==> src/rtl/mlp_stream_harness.sv <==
// Streams feature words into a packed vector for a combinational classifier,
// waits a settle period, then captures and offers the class. Option: MLP_HARNESS_CHECK_EN.
//
// state  | meaning
// LOAD   | accepting features into the staging register
// SETTLE | inp held stable, counting down before sampling dut_out
// HOLD   | result presented on out_*, waiting for out_ready
module mlp_stream_harness #(
  parameter int NUM_A         = 6,
  parameter int WIDTH_A       = 4,
  parameter int OUTWIDTH      = 2,
  parameter int SETTLE_CYCLES = 4
) (
  input  logic                       clk,
  input  logic                       rst,
  input  logic                       in_valid,
  output logic                       in_ready,
  input  logic [WIDTH_A-1:0]         in_data,
  input  logic [OUTWIDTH-1:0]        exp_label,
  output logic [NUM_A*WIDTH_A-1:0]   inp,
  input  logic [OUTWIDTH-1:0]        dut_out,
  output logic                       out_valid,
  input  logic                       out_ready,
  output logic [OUTWIDTH-1:0]        out_class,
  output logic                       out_err,
  output logic [15:0]                err_count
);

  localparam int IDXW = (NUM_A > 1) ? $clog2(NUM_A) : 1;
  localparam int VECW = NUM_A * WIDTH_A;
  localparam logic [IDXW-1:0] LAST_IDX    = IDXW'(NUM_A - 1);
  localparam logic [7:0]      SETTLE_LOAD = 8'(SETTLE_CYCLES - 1);

  typedef enum logic [1:0] {
    LOAD   = 2'd0,
    SETTLE = 2'd1,
    HOLD   = 2'd2
  } state_t;

  state_t              state_q, state_d;
  logic [IDXW-1:0]     feat_idx_q;
  logic [7:0]          cnt_q;
  logic [VECW-1:0]     stage_q, stage_d;
  logic [VECW-1:0]     inp_q;
  logic [OUTWIDTH-1:0] class_q;

  logic in_fire;
  logic last_feat;
  logic settle_done;
  logic out_fire;

  assign in_fire     = in_valid & in_ready;
  assign last_feat   = in_fire && (feat_idx_q == LAST_IDX);
  assign settle_done = (state_q == SETTLE) && (cnt_q == 8'd0);
  assign out_fire    = out_valid & out_ready;

  always_comb begin
    state_d   = state_q;
    in_ready  = 1'b0;
    out_valid = 1'b0;
    case (state_q)
      LOAD: begin
        in_ready = 1'b1;
        if (last_feat) state_d = SETTLE;
      end
      SETTLE: begin
        if (cnt_q == 8'd0) state_d = HOLD;
      end
      HOLD: begin
        out_valid = 1'b1;
        if (out_ready) state_d = LOAD;
      end
      default: state_d = LOAD;
    endcase
  end

  // The final feature goes straight into inp, so the staging update is visible combinationally.
  always_comb begin
    stage_d = stage_q;
    if (in_fire) stage_d[feat_idx_q*WIDTH_A +: WIDTH_A] = in_data;
  end

  always_ff @(posedge clk) begin
    if (rst) begin
      state_q    <= LOAD;
      feat_idx_q <= '0;
      cnt_q      <= 8'd0;
      stage_q    <= '0;
      inp_q      <= '0;
      class_q    <= '0;
    end else begin
      state_q <= state_d;
      stage_q <= stage_d;
      if (last_feat) begin
        feat_idx_q <= '0;
        inp_q      <= stage_d;
        cnt_q      <= SETTLE_LOAD;
      end else if (in_fire) begin
        feat_idx_q <= feat_idx_q + 1'b1;
      end
      if (state_q == SETTLE && cnt_q != 8'd0) cnt_q <= cnt_q - 8'd1;
      if (settle_done) class_q <= dut_out;
    end
  end

  assign inp       = inp_q;
  assign out_class = class_q;

`ifdef MLP_HARNESS_CHECK_EN
  logic [OUTWIDTH-1:0] label_q;
  logic                err_q;
  logic [15:0]         err_cnt_q;

  always_ff @(posedge clk) begin
    if (rst) begin
      label_q   <= '0;
      err_q     <= 1'b0;
      err_cnt_q <= 16'd0;
    end else begin
      if (last_feat) label_q <= exp_label;
      if (settle_done) err_q <= (dut_out != label_q);
      // Saturate rather than wrap so a long soak never reports a small count.
      if (out_fire && err_q && err_cnt_q != 16'hFFFF) err_cnt_q <= err_cnt_q + 16'd1;
    end
  end

  assign out_err   = err_q;
  assign err_count = err_cnt_q;
`else
  logic unused_label;
  logic unused_fire;
  assign unused_label = ^exp_label;
  assign unused_fire  = out_fire;
  assign out_err      = 1'b0;
  assign err_count    = 16'd0;
`endif

endmodule

==> config.mk <==
export PLATFORM = sky130hd
export DESIGN_NAME = mlp_stream_harness
export DESIGN_NICKNAME = d
export VERILOG_FILES = /design/src/rtl/mlp_stream_harness.sv
export SDC_FILE = /design/constraint.sdc
export NUM_CORES = 1
export LEC_CHECK = 0
export CAP_MARGIN = 20
export CORE_UTILIZATION = 25
export CTS_CLUSTER_DIAMETER = 30
export DETAILED_ROUTE_END_ITERATION = 12
export SLEW_MARGIN = 30
export SYNTH_ARGS = -nofsm -noshare
export SYNTH_HDL_FRONTEND = slang
export SYNTH_SLANG_ARGS = --single-unit
export TNS_END_PERCENT = 5
==> constraint.sdc <==
create_clock -name clk -period 3.1 [get_ports clk]
set_input_delay 0.62 -clock clk [delete_from_list [all_inputs] [get_ports clk]]
set_output_delay 0.62 -clock clk [all_outputs]
set_load 0.05 [all_outputs]
Figure 1. Wiring by layer.
(6 px per um) Two of the layers only.
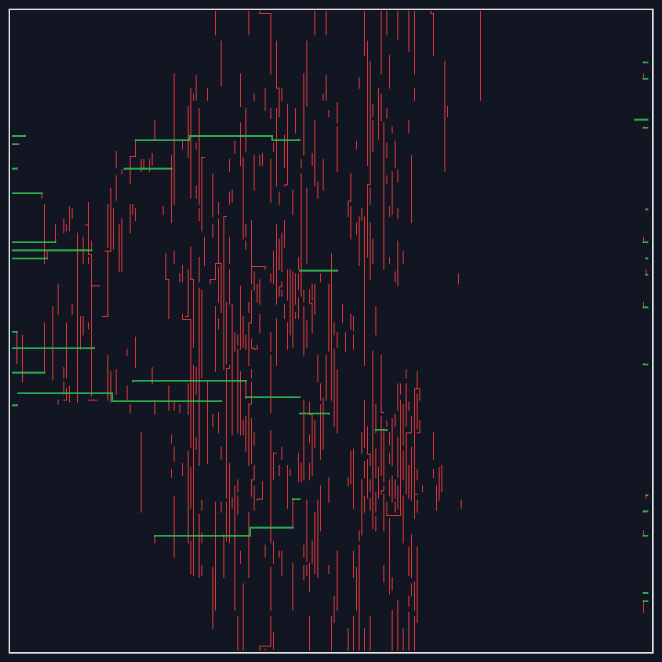
met2 -> red  # wire length 2560 um
met3 -> green  # wire length 203 um
wire length after detailed routing: 5527 um
all-layer global routing usage: 0.1047
detailed-route wire length per cell: 11.71 um

Figure 2. Clock distribution.
(6 px per um)
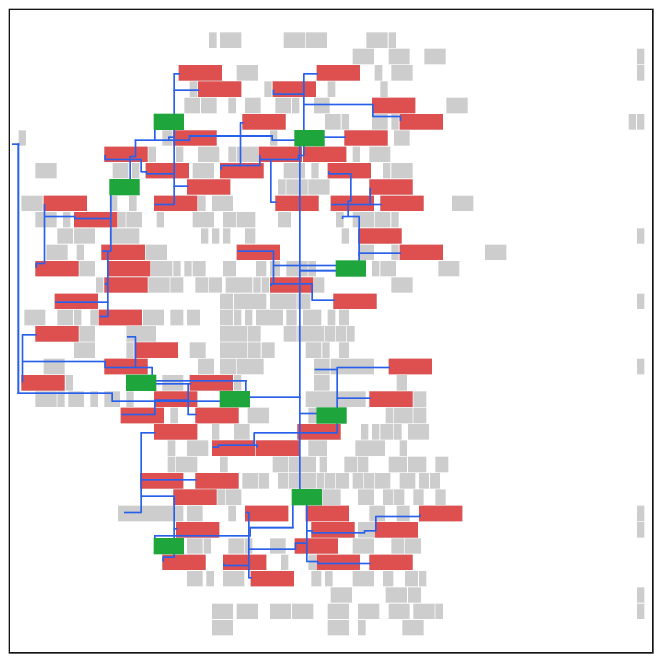
flip-flops -> red  # count 63
cells driving clock nets -> green  # count 9
clock wires -> blue  # length 768 um
routed clock nets = 10
insertion delay at the late pin of the worst-skew pair: 340 ps
portion of total power attributed to the clock network: 0.416
Clock net power: 705 uW
Setup Skew: 9.818 ps

Figure 3. Cell density map.
(2 px per um) 11 x 11 tiles, from white (low) to dark blue (high), 0 to 100% covered.
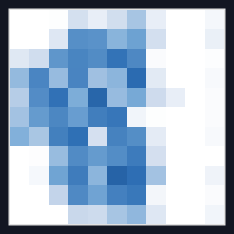
mean over tiles = 28%
nearly empty tiles = 31%
fullest tile = 80%
tiles over 75% full = 2.5%
final core utilization: 0.3225
core footprint: 10510 sq um
Core Util at FP: 0.2624

==> impl_table.tex <==
% Synthesis and place-and-route results
\begin{tabular}{lr}
\hline
Metric & Value \\
\hline
\multicolumn{2}{l}{\textbf{Detailed routing}} \\
Total routed wire length on the met1 layer & 2666 um \\
Post-detailed-route via-to-cell ratio & 4.483 \\
\multicolumn{2}{l}{\textbf{Final layout}} \\
Number of nets in the layout & 353 \\
Tally of non-filler cells in the final layout & 472 \\
Fill cell count & 1109 \\
Synthesis-to-finish area growth & 22.91\% \\
Area of combinational cells with multiple inputs & 1330 sq um \\
\multicolumn{2}{l}{\textbf{Final timing}} \\
Remaining max-slew budget at the tightest pin & 0.4772 \\
Post-layout period usage of the worst path & 0.7953 \\
Hold slack final & 497.1 ps \\
Summed negative setup slack over all endpoints & 0 ps \\
\multicolumn{2}{l}{\textbf{Die}} \\
Die Span X & 107.0 um \\
Count of pins on the block boundary & 57 \\
\multicolumn{2}{l}{\textbf{Power}} \\
Register share of total power & 0.487 \\
P\_sw & 420.9 uW \\
\multicolumn{2}{l}{\textbf{Synthesis}} \\
Total cell area reported by yosys after synthesis & 2758 sq um \\
Largest type area fraction & 0.4574 \\
Parity-gate share of the synthesized area counting xor and xnor cells & 0.006352 \\
Post-synth tally of flip-flops with integrated enable & 0 \\
\multicolumn{2}{l}{\textbf{Global route}} \\
Most used routing layer in global routing & met2 \\
\multicolumn{2}{l}{\textbf{Clocking}} \\
Post-CTS setup buffers & 0 \\
Clock edge transition at the registers on the reported setup and hold paths & 70 ps \\
\multicolumn{2}{l}{\textbf{Outcome}} \\
Status & complete, no violations \\
\hline
\end{tabular}
Power is estimated from default activity; no workload was simulated.
